**Cell outlines without signal wires**

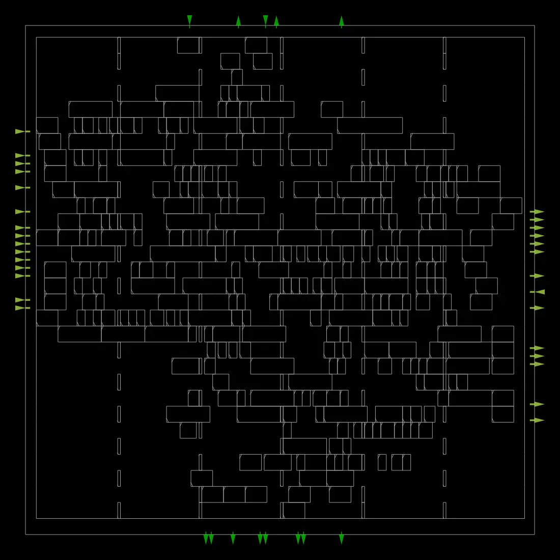
**Cell classes on the final placement**

Fill, decap, tap and diode cells in gray.
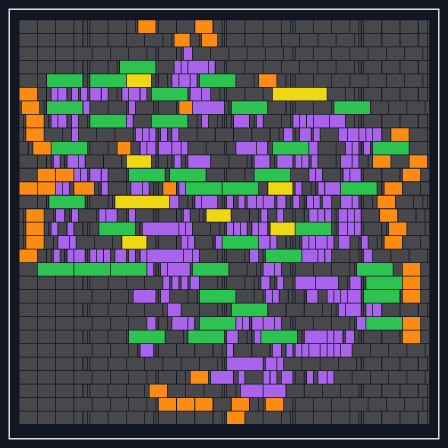
File: src/rtl/seq_ones_counter.sv
// Multi-cycle population counter: counts the ones of a WIDTH-bit word three bits per clock
// using a parity/majority ones-count cell. Results go out over valid/ready and can feed a saturating total.
module seq_ones_counter #(
    parameter int WIDTH = 12,
    parameter int ACC_W = 16,
    localparam int CNT_W = $clog2(WIDTH + 1)
) (
    input  logic             clk,
    input  logic             rst_n,
    input  logic             in_valid,
    output logic             in_ready,
    input  logic [WIDTH-1:0] in_data,
    input  logic             in_acc,
    output logic             out_valid,
    input  logic             out_ready,
    output logic [CNT_W-1:0] out_count,
    output logic             out_parity,
    input  logic             acc_clear,
    output logic [ACC_W-1:0] acc_total,
    output logic             acc_sat
);

    localparam int NG    = (WIDTH + 2) / 3;
    localparam int PW    = 3 * NG;
    localparam int IDX_W = (NG > 1) ? $clog2(NG) : 1;
    localparam logic [ACC_W-1:0] ACC_MAX = '1;

    typedef enum logic [1:0] {
        IDLE,
        COUNT,
        DONE
    } state_t;

    state_t           state;
    state_t           state_next;
    logic [PW-1:0]    shreg;
    logic [IDX_W-1:0] idx;
    logic [CNT_W-1:0] count;
    logic             acc_pend;
    logic [ACC_W-1:0] total;
    logic             sat;

    logic             bit_a;
    logic             bit_b;
    logic             bit_c;
    logic             cell_sum;
    logic             cell_carry;
    logic [1:0]       cell_cnt;
    logic             last_group;
    logic [ACC_W:0]   acc_sum;

    // Ones-count cell over the current low group: {carry,sum} is the count of 0..3 ones.
    assign bit_a      = shreg[0];
    assign bit_b      = shreg[1];
    assign bit_c      = shreg[2];
    assign cell_sum   = bit_a ^ bit_b ^ bit_c;
    assign cell_carry = (bit_a & bit_b) | (bit_a & bit_c) | (bit_b & bit_c);
    assign cell_cnt   = {cell_carry, cell_sum};

    assign last_group = (idx == IDX_W'(NG - 1));
    assign acc_sum    = {1'b0, total} + (ACC_W + 1)'(count);

    always_comb begin
        state_next = state;
        in_ready   = 1'b0;
        out_valid  = 1'b0;
        case (state)
            IDLE: begin
                in_ready = rst_n;
                if (in_valid) begin
                    state_next = COUNT;
                end
            end
            COUNT: begin
                if (last_group) begin
                    state_next = DONE;
                end
            end
            DONE: begin
                out_valid = rst_n;
                if (out_ready) begin
                    state_next = IDLE;
                end
            end
            default: state_next = IDLE;
        endcase
    end

    always_ff @(posedge clk) begin
        if (!rst_n) begin
            state <= IDLE;
        end else begin
            state <= state_next;
        end
    end

    // The accumulator update is independent of the word datapath; a coincident clear wins.
    always_ff @(posedge clk) begin
        if (!rst_n) begin
            shreg    <= '0;
            idx      <= '0;
            count    <= '0;
            acc_pend <= 1'b0;
            total    <= '0;
            sat      <= 1'b0;
        end else begin
            if (state == IDLE && in_valid) begin
                shreg    <= PW'(in_data);
                acc_pend <= in_acc;
                count    <= '0;
                idx      <= '0;
            end else if (state == COUNT) begin
                count <= count + CNT_W'(cell_cnt);
                shreg <= shreg >> 3;
                idx   <= idx + IDX_W'(1);
            end

            if (acc_clear) begin
                total <= '0;
                sat   <= 1'b0;
            end else if (state == DONE && out_ready && acc_pend) begin
                if (sat || acc_sum[ACC_W]) begin
                    total <= ACC_MAX;
                    sat   <= 1'b1;
                end else begin
                    total <= acc_sum[ACC_W-1:0];
                end
            end
        end
    end

    assign out_count  = count;
    assign out_parity = count[0];
    assign acc_total  = total;
    assign acc_sat    = sat;

endmodule
File: config.mk
export PLATFORM = sky130hd
export DESIGN_NAME = seq_ones_counter
export DESIGN_NICKNAME = d
export VERILOG_FILES = /design/src/rtl/seq_ones_counter.sv
export SDC_FILE = /design/constraint.sdc
export NUM_CORES = 1
export LEC_CHECK = 0
export ABC_AREA = 1
export CORE_MARGIN = 1.5
export CORE_UTILIZATION = 29
export DETAILED_ROUTE_END_ITERATION = 8
export HOLD_SLACK_MARGIN = 0.03
export PLACE_DENSITY = 0.56
export SETUP_SLACK_MARGIN = 0.5
export SKIP_LAST_GASP = 1
export SLEW_MARGIN = 10
export SYNTH_ARGS = -nofsm -noshare
export SYNTH_HDL_FRONTEND = slang
export SYNTH_SLANG_ARGS = --single-unit
File: constraint.sdc
create_clock -name clk -period 3 [get_ports clk]
set_input_delay 0.9 -clock clk [delete_from_list [all_inputs] [get_ports clk]]
set_output_delay 0.9 -clock clk [all_outputs]
set_load 0.005 [all_outputs]
==> out/results.txt <==
Outcome -> finished clean
Layout Utilization -> 0.389
Worst hold path depth -> 2
P_comb -> 94.6 µW
Crit start category -> input port
Logic share of the area -> 0.408
Worst setup startpoint -> rst_n
Share of layout cells above drive strength 1 -> 0.104
Top cells by area -> dfxtp_1, nand2_1, inv_1, a31oi_1, ha_1
CTS tree -> yes
Clk pwr -> 537 µW
Final Skew -> 6.52 ps
Design area -> 2630 µm²
Mapped cell area -> 2010 µm²
Reg2reg end -> acc_total[13]
Internal Power -> 919 µW
Flop-to-flop setup slack -> 990 ps
Critical Path Fanout Max -> 3
ClkCell Share -> 0.0543
Area-dominant class -> combinational gates
HPWL after DPL -> 3.20 mm
Placed instance area -> 2480 µm²
Largest net degree at the start of global routing -> 22
# clk buffers -> 6
Crit. End Element -> output pin
Switching power -> 242 µW
Hold slack final -> 463 ps
Clock-pin slew on the worst setup and hold paths -> 80 ps
CP required -> 2100 ps
Die Ht -> 86.3 µm
Dominant logic cell type in the layout -> nand2_1
-- 'cell outlines without signal wires' (at the start) --
sequential cell area share: 0.290
core area: 6760 µm²
flip-flops: 38
filler-free cell count of the finished design: 397
Fill cells: 708

-- 'cell classes on the final placement' (at the start) --
class	color	cells
remaining buffers and delay cells	orange	44
remaining logic cells	purple	227
sequential cells	green	38
clock drivers and dummy loads	yellow	8

cell families (layout without fill, tap and decap cells):
logic type,after synthesis,after routing,share of synthesized area
flip-flops,38,38,0.378
adder cells (fa/ha/maj),10,10,0.0733
buffers and inverters,41,83,0.0895
XOR/XNOR,5,5,0.0218
AND/OR/NAND/NOR,144,144,0.325
AND-OR/OR-AND,37,37,0.112
sequential cells by signal, summed over array words and instances, names as in the netlist:
signal,cells
acc_pend,1
out_count,4
acc_sat,1
idx,2
state,2
acc_total,16
shreg,12
routing by layer:
layer	wire, µm	vias to the layer above	track usage
li1	-	970	-
met1	2150	785	0.160
met2	1990	35	0.208
met3	176	4	0.0267
met4	45	0	0.0367
met5	0	-	0
critical path, delay by kind of cell:
family / cells / cell delay [ps]
buf+inv: 3 / 520
simple gates: 1 / 120
No activity file was given, so power comes from the tool's default toggle rates.
